===== config.mk =====
export PLATFORM = sky130hd
export DESIGN_NAME = pooling_stream_unit
export DESIGN_NICKNAME = d
export VERILOG_FILES = /design/src/rtl/pooling_stream_unit.sv
export SDC_FILE = /design/constraint.sdc
export NUM_CORES = 2
export LEC_CHECK = 0
export CELL_PAD_IN_SITES_DETAIL_PLACEMENT = 0
export CELL_PAD_IN_SITES_GLOBAL_PLACEMENT = 1
export CORE_ASPECT_RATIO = 0.9
export CORE_MARGIN = 5
export CORE_UTILIZATION = 35
export CTS_CLUSTER_SIZE = 28
export DETAILED_ROUTE_END_ITERATION = 6
export GPL_ROUTABILITY_DRIVEN = 0
export MAX_ROUTING_LAYER = met4
export PLACE_DENSITY_LB_ADDON = 0.1
export REMOVE_ABC_BUFFERS = 1
export SLEW_MARGIN = 0
export SYNTH_ARGS = -nofsm -noshare
export SYNTH_HDL_FRONTEND = slang
export SYNTH_SLANG_ARGS = --single-unit

===== constraint.sdc =====
create_clock -name i_clk -period 16.8 [get_ports i_clk]
set_input_delay 4.2 -clock i_clk [delete_from_list [all_inputs] [get_ports i_clk]]
set_output_delay 4.2 -clock i_clk [all_outputs]
set_load 0.005 [all_outputs]

===== src/rtl/pooling_stream_unit.sv =====
// Streaming SIZExSIZE max/average pooling over LANES channels, one element per lane per beat.
// The pooled result is registered on the same edge that accepts the last beat of a window.

module pooling_lane #(
   parameter int IFM_BIT = 8,
   parameter int N       = 4,
   parameter int ACC_W   = 10
) (
   input  logic               i_clk,
   input  logic               i_rst,
   input  logic               i_load,
   input  logic               i_step,
   input  logic               i_last,
   input  logic               i_mode,
   input  logic [IFM_BIT-1:0] i_elem,
   output logic [IFM_BIT-1:0] o_pool
);
   localparam logic [ACC_W-1:0] C_HALF = ACC_W'(N / 2);

   logic [ACC_W-1:0]   r_acc;
   logic [ACC_W-1:0]   w_elem;
   logic [ACC_W-1:0]   w_nxt;
   logic [ACC_W-1:0]   w_rnd;
   logic [IFM_BIT-1:0] w_max;
   logic [IFM_BIT-1:0] w_avg;
   logic [IFM_BIT-1:0] w_res;

   assign w_elem = ACC_W'(i_elem);
   assign w_max  = (r_acc[IFM_BIT-1:0] > i_elem) ? r_acc[IFM_BIT-1:0] : i_elem;

   // The first beat of a window overwrites whatever the previous window left behind.
   always_comb begin
      w_nxt = w_elem;
      if (!i_load) begin
         if (i_mode) w_nxt = r_acc + w_elem;
         else        w_nxt = ACC_W'(w_max);
      end
   end

   // Sum plus N/2 cannot exceed ACC_W bits, and the quotient always fits IFM_BIT.
   assign w_rnd = w_nxt + C_HALF;

   generate
      if ((N & (N - 1)) == 0) begin : g_shift
         localparam int SH = $clog2(N);
         assign w_avg = IFM_BIT'(w_rnd >> SH);
      end else begin : g_div
         localparam logic [ACC_W-1:0] C_N = ACC_W'(N);
         assign w_avg = IFM_BIT'(w_rnd / C_N);
      end
   endgenerate

   assign w_res = i_mode ? w_avg : w_nxt[IFM_BIT-1:0];

   always_ff @(posedge i_clk or posedge i_rst) begin
      if (i_rst) begin
         r_acc  <= '0;
         o_pool <= '0;
      end else begin
         if (i_load || i_step) r_acc <= w_nxt;
         if (i_last)           o_pool <= w_res;
      end
   end
endmodule

module pooling_stream_unit #(
   parameter int LANES   = 16,
   parameter int IFM_BIT = 8,
   parameter int SIZE    = 2,
   parameter int CNT_W   = 16
) (
   input  logic                     i_clk,
   input  logic                     i_rst,
   input  logic                     i_clear,
   input  logic                     i_mode,
   input  logic                     i_in_valid,
   output logic                     o_in_ready,
   input  logic [LANES*IFM_BIT-1:0] i_activation,
   output logic                     o_out_valid,
   input  logic                     i_out_ready,
   output logic [LANES*IFM_BIT-1:0] o_pooling,
   output logic [CNT_W-1:0]         o_win_cnt
);
   localparam int N     = SIZE * SIZE;
   localparam int ACC_W = IFM_BIT + $clog2(N);
   localparam int BC_W  = $clog2(N + 1);
   localparam logic [BC_W-1:0] C_LAST = BC_W'(N - 1);

   typedef enum logic [1:0] {S_IDLE, S_ACC, S_OUT} state_t;

   state_t           r_state;
   logic [BC_W-1:0]  r_cnt;
   logic             r_mode;
   logic             r_out_valid;
   logic [CNT_W-1:0] r_win_cnt;

   logic w_accept;
   logic w_first;
   logic w_step;
   logic w_last;
   logic w_deliver;
   logic w_mode_eff;

   // A held result may leave in the same cycle the next window's first beat arrives.
   assign o_in_ready  = (r_state != S_OUT) || i_out_ready;
   assign o_out_valid = r_out_valid;
   assign o_win_cnt   = r_win_cnt;

   assign w_accept   = i_in_valid && o_in_ready && !i_clear;
   assign w_deliver  = r_out_valid && i_out_ready && !i_clear;
   assign w_first    = w_accept && (r_state != S_ACC);
   assign w_step     = w_accept && (r_state == S_ACC);
   assign w_last     = w_first ? (N == 1) : (w_step && (r_cnt == C_LAST));
   assign w_mode_eff = w_first ? i_mode : r_mode;

   genvar g;
   generate
      for (g = 0; g < LANES; g++) begin : g_lane
         pooling_lane #(
            .IFM_BIT (IFM_BIT),
            .N       (N),
            .ACC_W   (ACC_W)
         ) u_lane (
            .i_clk  (i_clk),
            .i_rst  (i_rst),
            .i_load (w_first),
            .i_step (w_step),
            .i_last (w_last),
            .i_mode (w_mode_eff),
            .i_elem (i_activation[g*IFM_BIT +: IFM_BIT]),
            .o_pool (o_pooling[g*IFM_BIT +: IFM_BIT])
         );
      end
   endgenerate

   always_ff @(posedge i_clk or posedge i_rst) begin
      if (i_rst) begin
         r_state     <= S_IDLE;
         r_cnt       <= '0;
         r_mode      <= 1'b0;
         r_out_valid <= 1'b0;
         r_win_cnt   <= '0;
      end else if (i_clear) begin
         r_state     <= S_IDLE;
         r_cnt       <= '0;
         r_out_valid <= 1'b0;
      end else begin
         if (w_deliver) r_win_cnt <= r_win_cnt + CNT_W'(1);
         if (w_first) begin
            r_mode <= i_mode;
            if (N == 1) begin
               r_state     <= S_OUT;
               r_out_valid <= 1'b1;
               r_cnt       <= '0;
            end else begin
               r_state     <= S_ACC;
               r_out_valid <= 1'b0;
               r_cnt       <= BC_W'(1);
            end
         end else if (w_step) begin
            if (w_last) begin
               r_state     <= S_OUT;
               r_out_valid <= 1'b1;
               r_cnt       <= '0;
            end else begin
               r_cnt <= r_cnt + BC_W'(1);
            end
         end else if (w_deliver) begin
            r_state     <= S_IDLE;
            r_out_valid <= 1'b0;
         end
      end
   end
endmodule


**Wiring by layer**

Bar = 100 um.
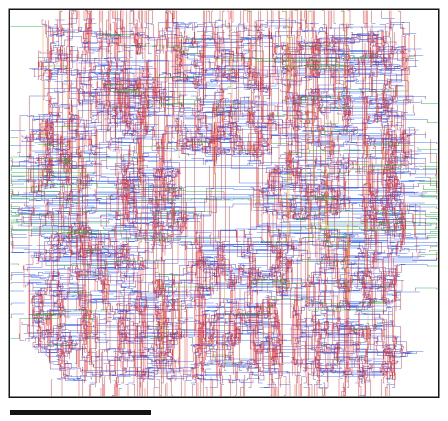
[green] metal 3 | wire length: 4480 um
[orange] metal 4 | wire length: 2290 um
[red] metal 2 | wire length: 45.9 mm
[blue] metal 1 | wire length: 45.2 mm

**Ports around the boundary**

Pins as bars across the die edge, other pins in gray.
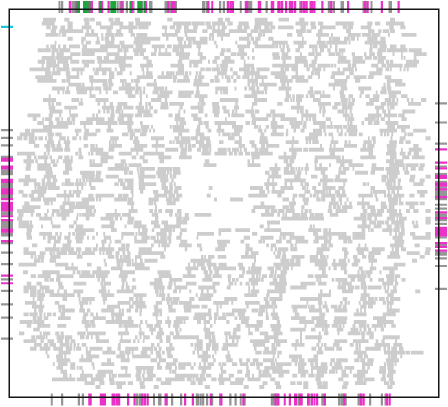
[cyan] `i_clk` | pins: 1 | direction: input | edge: left
[magenta] `o_pooling` | pins: 128 | direction: output | edge: 47 top, 40 bottom, 22 left, 19 right
[green] `o_win_cnt` | pins: 16 | direction: output | edge: top
all pins by edge: 105 top, 81 bottom, 51 left, 43 right

==> results.sh <==
# yosys + openroad results
export IMPL_slew_headroom=0.125
export IMPL_path_max_fanout=5
export IMPL_place_inst=4570
export IMPL_finalWorstSetupSlack_ns=6.86
export IMPL_worstMarginPinSlew_ns=1.28
export IMPL_synthDistinctLibCells=106
export IMPL_vias=26005
export IMPL_edf_count=0
export IMPL_utilization=0.421
export IMPL_post_cts_buffers=0
export IMPL_cts_buffer_depth=3
export IMPL_overflow=0
export IMPL_layout_drive_gt1_share=0.0496
export IMPL_fmax_mhz=101
export IMPL_fin_tns_setup_ns=0
export IMPL_grt_max_degree=189
export IMPL_ys_warn_count=0
export IMPL_die_area_um2=83600
export IMPL_peakVddDrop_mv=0.0648
export IMPL_htree_levels=2
export IMPL_ys_flops=310
export IMPL_cts_hold_buffers=0
export IMPL_ctsResizeCount=0
export IMPL_worstPathRequired_ns=12.60
export IMPL_hold_path_class="reg2reg"
export IMPL_drt_pass1_iterations=6
export IMPL_critPathLaunch="i_out_ready"
export IMPL_clk_latency_ns=0.59
export IMPL_switching_share=0.452
export IMPL_yosysMostFrequentCell="nand2_1"
export IMPL_drv_cap=0
export IMPL_power_density_nw_per_um2=138
export IMPL_pwr_share_seq=0.237
export IMPL_wl_per_cell_um=21.0
export IMPL_status="finished clean"
export IMPL_cp_top_family="buffers and inverters"
export IMPL_mappedNetlistArea_um2=27300
export IMPL_cts_sinks=310
export IMPL_clkPwrFrac=0.218
export IMPL_powerComb_mw=2.46
export IMPL_topCellsByArea="dfrtp_1 28%, ha_1 13%, nand2_1 6.5%, o21ai_0 4.8%, a21oi_1 3.8%"
export IMPL_synthFlopType="dfrtp_1"
export IMPL_fin_crit_sh=0.592
export IMPL_worstHoldStart="o_win_cnt[15]$_DFFE_PP0P_"
export IMPL_die_h_um=275
export IMPL_seq_power_mw=1.07
export IMPL_switchingPower_mw=2.04
export IMPL_dpl_hpwl_um=67000
export IMPL_first_global_vias=25649
==> per-layer routing <==
layer  vias to the layer above  GRT usage  wire length (um)
li1                      12539          -                 -
met1                     12716      0.302             45200
met2                       625      0.385             45900
met3                       125     0.0293              4480
met4                         0     0.0558              2290
met5                         -          -                 0
==> path summary, 6_finish.rpt <==
kind,endpoint,slack (ns),cells after the start
worst max-delay path,o_in_ready,6.86,4
worst min-delay path,o_win_cnt[15]$_DFFE_PP0P_,0.46,1
worst min register to register,o_win_cnt[15]$_DFFE_PP0P_,0.46,1
worst max register to register,g_lane[12].u_lane.o_pool[5]$_DFFE_PP0P_,12.24,12
min in group asynchronous,g_lane[2].u_lane.o_pool[2]$_DFFE_PP0P_,4.22,2
max in group asynchronous,r_mode$_DFFE_PP0N_,10.30,4
==> kinds of logic after synthesis <==
family / after synthesis / share of synthesized area
AND-OR/OR-AND: 964 / 0.236
XOR/XNOR: 161 / 0.0517
adder cells (fa/ha/maj): 291 / 0.138
buffers and inverters: 402 / 0.0579
flip-flops: 310 / 0.285
multiplexers: 64 / 0.0242
AND/OR/NAND/NOR: 1180 / 0.208
==> cell type report <==
class	count	area [um^2]	share of cell area
well taps	1039	1300	0.0398
diodes	7	17.5	0.000537
inverters	250	948	0.0291
clock buffers	62	1340	0.0411
flip-flops and latches	310	7760	0.238
multi-input cells	2660	18000	0.552
clock inverters	16	171	0.00525
repair buffers	311	3100	0.0948
==> cell usage in the layout, fill, tap and decap left out, drive strengths merged, types with 32 or more instances in the layout <==
cell type and n:
clkbuf 62, buf 32, inv 250, nand2b 55
a221oi 34, nand2 472, nor2b 57, a21oi 207
mux2i 49, xnor2 99, dfrtp 310, nand3 59
nand4 50, nor2 228, a31oi 44, ha 275
nor3 80, o31ai 44, xor2 62, o211ai 34
clkdlybuf4s50 279, a211oi 37, o21ai 269
